==> config.mk <==
export PLATFORM = sky130hd
export DESIGN_NAME = speck_dec_core
export DESIGN_NICKNAME = d
export VERILOG_FILES = /design/src/rtl/speck_pkg.sv /design/src/rtl/speck_inv_round.sv /design/src/rtl/speck_dec_core.sv
export SDC_FILE = /design/constraint.sdc
export NUM_CORES = 1
export LEC_CHECK = 0
export ABC_AREA = 0
export CORE_AREA = 2 2 101 103
export CTS_CLUSTER_DIAMETER = 50
export CTS_CLUSTER_SIZE = 12
export DETAILED_ROUTE_END_ITERATION = 10
export DIE_AREA = 0 0 103 105
export PLACE_DENSITY = 0.65
export SYNTH_ARGS = -nofsm -noshare
export SYNTH_HDL_FRONTEND = slang
export SYNTH_HIERARCHICAL = 1
export SYNTH_SLANG_ARGS = --single-unit
==> constraint.sdc <==
create_clock -name clk -period 8.3 [get_ports clk]
set_input_delay 2.075 -clock clk [delete_from_list [all_inputs] [get_ports clk]]
set_output_delay 2.075 -clock clk [all_outputs]
set_load 0.01 [all_outputs]
==> src/rtl/speck_pkg.sv <==
// Shared SPECK constants, word type, decryptor FSM states and rotate helpers.
// The encryptor side takes KEY from here too, so both ends always agree on the whitening.
package speck_pkg;

    localparam logic [31:0] KEY   = 32'h0000_1234;
    localparam int          ALPHA = 7;
    localparam int          BETA  = 2;

    typedef logic [15:0] word_t;

    typedef enum logic [1:0] {
        IDLE = 2'd0,
        RUN  = 2'd1,
        DONE = 2'd2
    } state_t;

    // Shift amounts must stay in 1..15.
    function automatic word_t rol(input word_t x, input int n);
        return (x << n) | (x >> (16 - n));
    endfunction

    function automatic word_t ror(input word_t x, input int n);
        return (x >> n) | (x << (16 - n));
    endfunction

endpackage

==> src/rtl/speck_inv_round.sv <==
// One combinational SPECK inverse round: undoes L' = ROR7(L)+R, R' = ROL2(R)^L'.
module speck_inv_round
    import speck_pkg::*;
(
    input  word_t l_i,
    input  word_t r_i,
    output word_t l_o,
    output word_t r_o
);

    word_t r_prev;

    assign r_prev = ror(r_i ^ l_i, BETA);
    assign r_o    = r_prev;
    // The subtract wraps modulo 2^16; the borrow out is dropped.
    assign l_o    = rol(l_i - r_prev, ALPHA);

endmodule

==> src/rtl/speck_dec_core.sv <==
// Iterative SPECK decryptor: one inverse round per clock, then removes the KEY whitening.
// Optional debug ports (debug_key, debug_round) are built when SPECK_DEC_DEBUG_EN is defined.
module speck_dec_core
    import speck_pkg::*;
#(
    parameter int ROUNDS = 1
) (
    input  logic        clk,
    input  logic        rst,
    input  logic        in_valid,
    output logic        in_ready,
    input  logic [15:0] left_in,
    input  logic [15:0] right_in,
    output logic        out_valid,
    input  logic        out_ready,
    output logic [31:0] out_data,
    output logic        busy
`ifdef SPECK_DEC_DEBUG_EN
    ,
    output logic [31:0] debug_key,
    output logic [4:0]  debug_round
`endif
);

    // Handshakes: a transfer happens on a rising edge where valid and ready are both high;
    // valid and its data hold until that edge, and ready never depends on valid.

    localparam logic [4:0] CNT_INIT = 5'(ROUNDS - 1);

    state_t      state_q;
    word_t       l_q;
    word_t       r_q;
    word_t       l_d;
    word_t       r_d;
    logic [4:0]  cnt_q;
    logic        out_valid_q;
    logic [31:0] out_data_q;

    speck_inv_round u_round (
        .l_i (l_q),
        .r_i (r_q),
        .l_o (l_d),
        .r_o (r_d)
    );

    always_ff @(posedge clk) begin
        if (rst) begin
            state_q     <= IDLE;
            l_q         <= '0;
            r_q         <= '0;
            cnt_q       <= '0;
            out_valid_q <= 1'b0;
            out_data_q  <= '0;
        end else begin
            case (state_q)
                IDLE: begin
                    if (in_valid) begin
                        l_q     <= left_in;
                        r_q     <= right_in;
                        cnt_q   <= CNT_INIT;
                        state_q <= RUN;
                    end
                end
                RUN: begin
                    l_q <= l_d;
                    r_q <= r_d;
                    if (cnt_q == 5'd0) begin
                        out_data_q  <= {l_d, r_d} ^ KEY;
                        out_valid_q <= 1'b1;
                        state_q     <= DONE;
                    end else begin
                        cnt_q <= cnt_q - 5'd1;
                    end
                end
                DONE: begin
                    if (out_ready) begin
                        out_valid_q <= 1'b0;
                        state_q     <= IDLE;
                    end
                end
                default: state_q <= IDLE;
            endcase
        end
    end

    // Gating with rst keeps in_ready low for every cycle reset is held.
    assign in_ready  = (state_q == IDLE) && !rst;
    assign busy      = (state_q != IDLE);
    assign out_valid = out_valid_q;
    assign out_data  = out_data_q;

`ifdef SPECK_DEC_DEBUG_EN
    assign debug_key   = KEY;
    assign debug_round = (state_q == RUN) ? cnt_q : 5'd0;
`endif

endmodule

==> reports/metrics.yaml, run 1 <==
floorplanning:
  ioPinCount: 71
  fp_util_pct: 44.7
  core_um2: 9640
  tap_cells: 133
  die_area_um2: 10800
  rows: 36
  die_h_um: 105
yosys:
  synth.area.mux_share_pct: 0.232
  ys_ff: 72
  yosys_cells: 524
  syn_area_per_cell_um2: 8.22
  largest_area_cell: "dfxtp_1"
  simple_gate_share_pct: 14.2
  ys_top_cells_by_area: "dfxtp_1, a21oi_1, xnor2_1, a31o_1, nand2_1"
  async_flop_share_pct: 0
  synth-xor-area-share_pct: 9.27
  post-synth-top-count-cell: "a21oi_1"
  synthCells: 524
  yosys_warnings: 6
  postSynthSeqShare_pct: 33.5
  synth_cell_types: 63
setup_path:
  path_buffers: 3
  cp-end-kind: "output port"
  reg2reg_slack_ns: 4.99
  critPathKind: "input port to output port"
  crit_end: "in_ready"
  r2r_start: "l_q[2]$_SDFFE_PP0P_"
  r2r-end: "l_q[5]$_SDFFE_PP0P_"
  critPathLaunch: "rst"
  slowest_delay_ns: 0.49
  cp.arrival_ns: 3.49
  cpMostUsedCell: "clkdlybuf4s50_1"
  crit_fanout: 41
finish:
  regArea_um2: 1440
  largest_reg_flops: 32
  drive_above_1_share_pct: 8.35
  comb_share_pct: 48.5
  layout.area.comb_um2: 2530
  final_nets: 614
  largest_cell_class: "logic gates"
  n_antenna_cell: 0
  fillers: 930
  logic_gates: 384
  clk_share_pct: 4.41
  nNonClkInverters: 27
  syn2layout_area_growth_pct: 21.1
  lay_top_count: "a21oi_1"
clocking:
  holdBufCountCts: 0
  cts_setup_buffers: 0
  cts_tree: "done"
  clkTransAtPathRegs_ns: 0.08
  cts_root_buffer: "clkbuf_8"
  clk_path_buf_depth: 2
  cts_max_level: 3
  cts_sinks: 72
final_timing:
  fmax_ghz: 0.180
  setup_viol: 0
  worst_slew_pin_slew_ns: 0.699
  tns_ns: 0
  finalCritPeriodShare_pct: 67.0
  layout_min_cycle_time_ns: 5.56
  setup_slack_ns: 2.74
detailed_routing:
  route.met3.wl_um: 613
  drtIter0Drc: 227
  met1Wirelength_um: 5790
  vias: 3904
  vias_per_cell: 5.51
  wire_per_inst_um: 16.8
  drc: 0
  dr.max_layer_used: "met4"
  met2_length_um: 5320
hold_path:
  hold_start: "out_valid$_SDFFE_PP0P_"
  min-delay-path-class: "register to register"
  worstHoldEndpoint: "out_valid$_SDFFE_PP0P_"
global_routing:
  grt_pass1_vias: 3484
  grt_util_met2_pct: 32.0
  grt_use_met1_pct: 33.6
  grt_antenna_before_repair: 0
  grt_busiest_layer: "met1"
  use_met3_pct: 2.88
  grt_usage_pct: 22.2
power:
  power_density_nw_per_um2: 276
  p_leak_nw: 2.01
flow_run:
  max_cap_viol_count: 0
placement:
  gp_congestion: 0.857
  preCtsSetupSlack_ns: 2.74
  io_buffers: 70
outcome:
  status: "completed"
## run 1: metrics by stage
| step | total power [mW] | instance area [µm²] | utilization (%) | std cells | hold slack [ns] |
|---|---|---|---|---|---|
| after floorplan | 0.902 | 4310 | - | 524 | 0.440 |
| after global placement | 1.11 | 4980 | 51.7 | 692 | 0.471 |
| after detailed placement | 1.11 | 4980 | 51.7 | 692 | 0.483 |
| after CTS | 1.44 | 5220 | 54.1 | 708 | 0.494 |
| after global routing | 1.52 | 5220 | 54.1 | 708 | 0.525 |
| final | 1.44 | 5220 | 54.1 | 708 | 0.492 |
## run 1: where the power goes
group	leakage (nW)	total, mW	internal, mW	switching (mW)
clock network	0.119	0.323	0.185	0.138
logic	1.30	0.664	0.272	0.393
registers	0.592	0.452	0.399	0.0522
total	2.01	1.44	0.856	0.583
run_1/io_placement.png
(4 px per µm) Pins as bars across the die edge, other pins in grey.
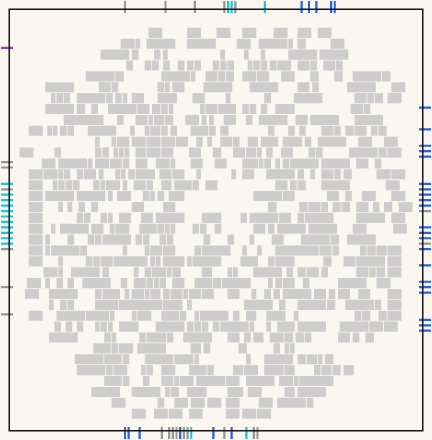
port	colour	pins	direction	edge
clk	purple	1	input	left
out_data	blue	32	output	21 right, 6 bottom, 5 top
left_in	cyan	16	input	11 left, 3 top, 2 bottom
all pins by edge	23 right, 18 left, 17 bottom, 13 top

run_1/placement_by_type.png
(3 px per µm)
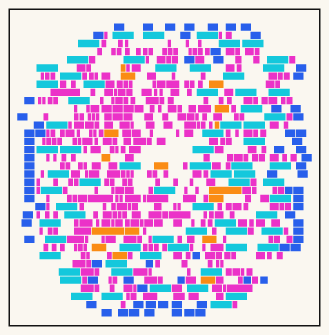
class	colour	cells	share of their area
other buffers and delay cells	blue	76	15%
clock drivers and dummy loads	orange	16	4.6%
combinational and other logic	magenta	411	52%
flops	cyan	72	29%

run_1/clocks.png
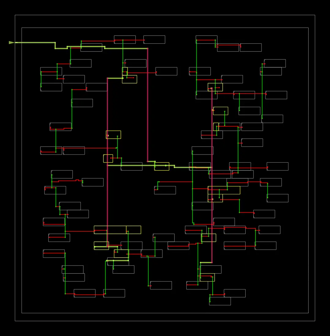
clk_lat worst skew: 0.36 ns
CLK BUF: 11
skew final: 0.00726 ns
registers: 72
Clk power: 323 µW

## Run 2: what changed since run 1
==> constraint.sdc (replaced) <==
create_clock -name clk -period 5.5 [get_ports clk]
set_input_delay 1.375 -clock clk [delete_from_list [all_inputs] [get_ports clk]]
set_output_delay 1.375 -clock clk [all_outputs]
set_load 0.01 [all_outputs]
run_2/wires.png
(3 px per µm)
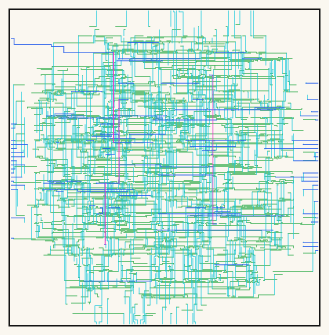
layer	colour	wire length
metal 3	blue	803 µm
metal 1	green	5,630 µm
metal 2	cyan	5,510 µm
metal 4	magenta	128 µm

==> run 2 against run 1 <==
Against the previous run:
- final area decreased by 0.46%
- area after synthesis unchanged
- sequential power increased by 51%
- global-route usage increased by 0.25 points
- worst hold slack got worse by 0.0066 ns
- critical path depth decreased by 1
- die area unchanged
- register-to-register slack got worse by 2.8 ns
- clock skew increased by 0.0045 ns
- largest cell class unchanged
==> reports/metrics.yaml, run 2 <==
outcome:
  status: "completed"
hold_path:
  hold_start: "out_valid$_SDFFE_PP0P_"
placement:
  placed_area_um2: 4980
  preCtsSetupSlack_ns: 1.56
  dp_cells: 692
  io_buffers: 70
  gp_congestion: 0.863
setup_path:
  slowest_delay_ns: 0.55
  cpMostUsedCell: "clkdlybuf4s50_1"
  critPathLaunch: "rst"
  critPathKind: "input port to output port"
  crit_end: "in_ready"
  r2r_start: "l_q[2]$_SDFFE_PP0P_"
  path_buffers: 2
floorplanning:
  die_h_um: 105
  ioPinCount: 71
  rows: 36
  fp_util_pct: 44.7
yosys:
  yosys_warnings: 6
  largest_area_cell: "dfxtp_1"
  synth_cell_types: 63
  synth-xor-area-share_pct: 9.27
  simple_gate_share_pct: 14.2
  yosys_cells: 524
global_routing:
  use_met3_pct: 3.48
  grt_pass1_vias: 3590
finish:
  final_area_um2: 5190
  fillers: 965
  logic_gates: 384
  syn2layout_area_growth_pct: 20.5
  clk_share_pct: 3.98
  n_antenna_cell: 0
clocking:
  clk_path_buf_depth: 2
  clkTransAtPathRegs_ns: 0.07
  cts_tree: "done"
  cts_max_level: 3
  holdBufCountCts: 0
detailed_routing:
  route.met3.wl_um: 803
  vias: 3945
  met2_length_um: 5510
  drc: 0
final_timing:
  layout_min_cycle_time_ns: 3.88
  hold_slack_ns: 0.485
power:
  power_mw: 2.13
  p_leak_nw: 2.00
run_2/clocks.png
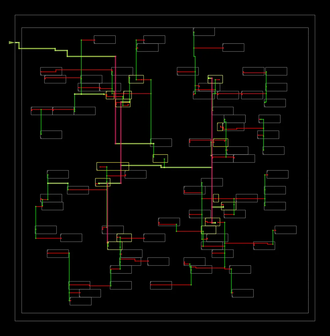
clk sinks: 72
skew final: 0.0117 ns
Clk power: 440 µW
total CTS buffers: 9

run 2: cell counts after synthesis:
Identical to the previous run, type by type.
run 2: cells by family after synthesis:
kind of cell             Yosys count
buffers and inverters             68
flip-flops                        72
adder cells (fa/ha/maj)           17
AND/OR/NAND/NOR                  122
multiplexers                       1
XOR/XNOR                          40
AND-OR/OR-AND                    204
run 2: power by group:
group / total [mW] / switching, mW / internal, mW
registers: 0.681 / 0.0785 / 0.603
clock network: 0.440 / 0.207 / 0.233
logic: 1.00 / 0.594 / 0.410
run_2/io_placement.png
(4 px per µm) Pins as bars across the die edge, other pins in grey.
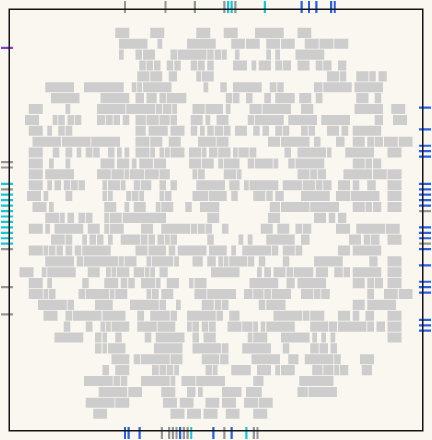

## Run 3: what changed since run 2
--- a/config.mk
+++ b/config.mk
@@ -11,7 +11,7 @@
 export CTS_CLUSTER_SIZE = 12
 export DETAILED_ROUTE_END_ITERATION = 10
 export DIE_AREA = 0 0 103 105
-export PLACE_DENSITY = 0.65
+export PLACE_DENSITY = 0.68
 export SYNTH_ARGS = -nofsm -noshare
 export SYNTH_HDL_FRONTEND = slang
 export SYNTH_HIERARCHICAL = 1
==> constraint.sdc (replaced) <==
create_clock -name clk -period 3.38 [get_ports clk]
set_input_delay 0.845 -clock clk [delete_from_list [all_inputs] [get_ports clk]]
set_output_delay 0.845 -clock clk [all_outputs]
set_load 0.01 [all_outputs]
run_3/io_placement.png
(4 px per µm) Pins as bars across the die edge, other pins in grey.
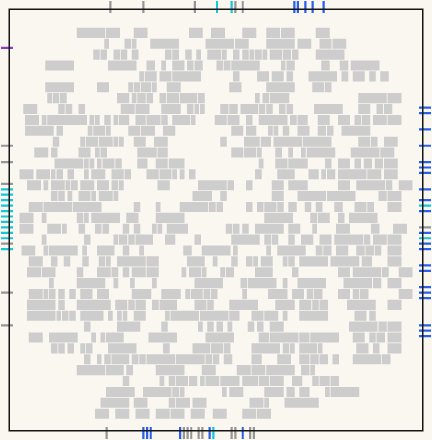
port	colour	pins	direction	edge
out_data	blue	32	output	21 right, 6 bottom, 5 top
clk	purple	1	input	left
left_in	cyan	16	input	11 left, 2 top, 2 right, 1 bottom
all pins by edge	24 right, 18 left, 17 bottom, 12 top

==> run 3 against run 2 <==
Against the previous run:
- final cell count up 0.42%
- final area about the same
- register-to-register slack worse by 1.9 ns
- sequential cell count unchanged
- critical path depth up 9
- wire length up 3.8%
- global-route usage up 1.2 points
- worst setup slack worse by 1.3 ns
- critical endpoint is now l_q[5]$_SDFFE_PP0P_
- highest routed layer unchanged
==> reports/metrics.yaml, run 3 <==
final_timing:
  setup_viol: 0
  layout_min_cycle_time_ns: 3.09
  max-slew-margin-rel_pct: 45.8
  finalCritPeriodShare_pct: 91.5
  setup_slack_ns: 0.287
  fmax_ghz: 0.323
  worst_slew_pin_slew_ns: 0.813
  hold_slack_ns: 0.483
global_routing:
  grt_use_met1_pct: 35.7
  grt_pass1_vias: 3642
  grt_util_met2_pct: 34.5
  grt_usage_pct: 23.6
  grt_busiest_layer: "met1"
  use_met3_pct: 4.41
hold_path:
  worstHoldEndpoint: "out_valid$_SDFFE_PP0P_"
  hold_start: "out_valid$_SDFFE_PP0P_"
  min-delay-path-class: "register to register"
  hold_path_depth: 2
setup_path:
  reg2reg_slack_ns: 0.29
  r2r-end: "l_q[5]$_SDFFE_PP0P_"
  r2r_start: "l_q[3]$_SDFFE_PP0P_"
  cp.depth: 12
  cp.arrival_ns: 3.37
  path_cells: "xnor2_1 > inv_1 > fa_1 > inv_1 > o21ai_0 > a221oi_1 > nor2_1 > o21ai_1 > a311oi_1 > xnor2_1 > a21oi_1 > a21oi_1"
  cp-end-kind: "register"
  crit_end: "l_q[5]$_SDFFE_PP0P_"
  critPathLaunch: "l_q[3]$_SDFFE_PP0P_"
  slowest_delay_ns: 0.46
  path_buffers: 2
  crit_fanout: 7
  critPathKind: "register to register"
detailed_routing:
  met1Wirelength_um: 6000
  wire_per_inst_um: 17.6
  drtIter0Drc: 191
  met2_length_um: 5640
  dr.max_layer_used: "met4"
  route.met3.wl_um: 777
  drc: 0
  vias_per_cell: 5.58
  vias: 3970
yosys:
  largest_area_cell: "dfxtp_1"
  synth-xor-area-share_pct: 9.27
  yosys_warnings: 6
  yosys_cells: 524
  ys_top_cells_by_area: "dfxtp_1, a21oi_1, xnor2_1, a31o_1, nand2_1"
  yosys_area_um2: 4310
  ys_ff: 72
  synth.area.mux_share_pct: 0.232
  postSynthSeqShare_pct: 33.5
  post-synth-top-count-cell: "a21oi_1"
  async_flop_share_pct: 0
  synthCells: 524
  synth_cell_types: 63
  simple_gate_share_pct: 14.2
clocking:
  cts_sinks: 72
  clk_path_buf_depth: 2
  cts_tree: "done"
  cts_max_level: 3
  cts_root_buffer: "clkbuf_8"
  cts_buffers: 9
  clkTransAtPathRegs_ns: 0.08
floorplanning:
  rows: 36
  core_um2: 9640
  ioPinCount: 71
  die_area_um2: 10800
  die_h_um: 105
  fp_util_pct: 44.7
finish:
  final_nets: 617
  drive_above_1_share_pct: 8.30
  stdcell_count: 711
  syn2layout_area_growth_pct: 20.4
  largest_reg_flops: 32
  n_antenna_cell: 0
  fillers: 934
power:
  power_density_nw_per_um2: 655
  power_mw: 3.40
  p_leak_nw: 2.00
outcome:
  status: "completed"
placement:
  dp_cells: 695
  placed_area_um2: 5020
  io_buffers: 70
  preCtsSetupSlack_ns: 0.302
  gp_congestion: 0.926
run_3/clocks.png
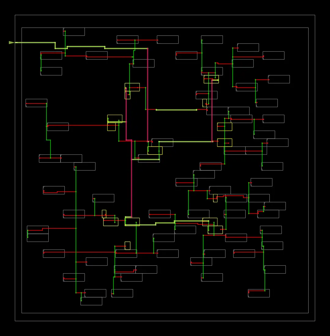
skew final: 0.00853 ns
clk_lat worst skew: 0.35 ns
Clk power: 616 µW

[run 3: cell counts after synthesis]
Identical to the previous run, type by type.
[run 3: layout make-up]
| type | instances | area (µm²) | share of cell area (%) |
|---|---|---|---|
| repair buffers | 79 | 781 | 15.1 |
| multi-input cells | 384 | 2530 | 48.8 |
| clock buffers | 13 | 149 | 2.87 |
| inverters | 27 | 101 | 1.95 |
| flip-flops and latches | 72 | 1440 | 27.8 |
| well taps | 133 | 166 | 3.21 |
| clock inverters | 3 | 17.5 | 0.338 |
[run 3: where the power goes]
| part | total, mW | switching [mW] | internal (mW) |
|---|---|---|---|
| clock network | 0.616 | 0.331 | 0.286 |
| registers | 1.10 | 0.123 | 0.980 |
| logic | 1.68 | 0.998 | 0.678 |
Power figures rest on the tool's default switching activity, not on a simulated workload.
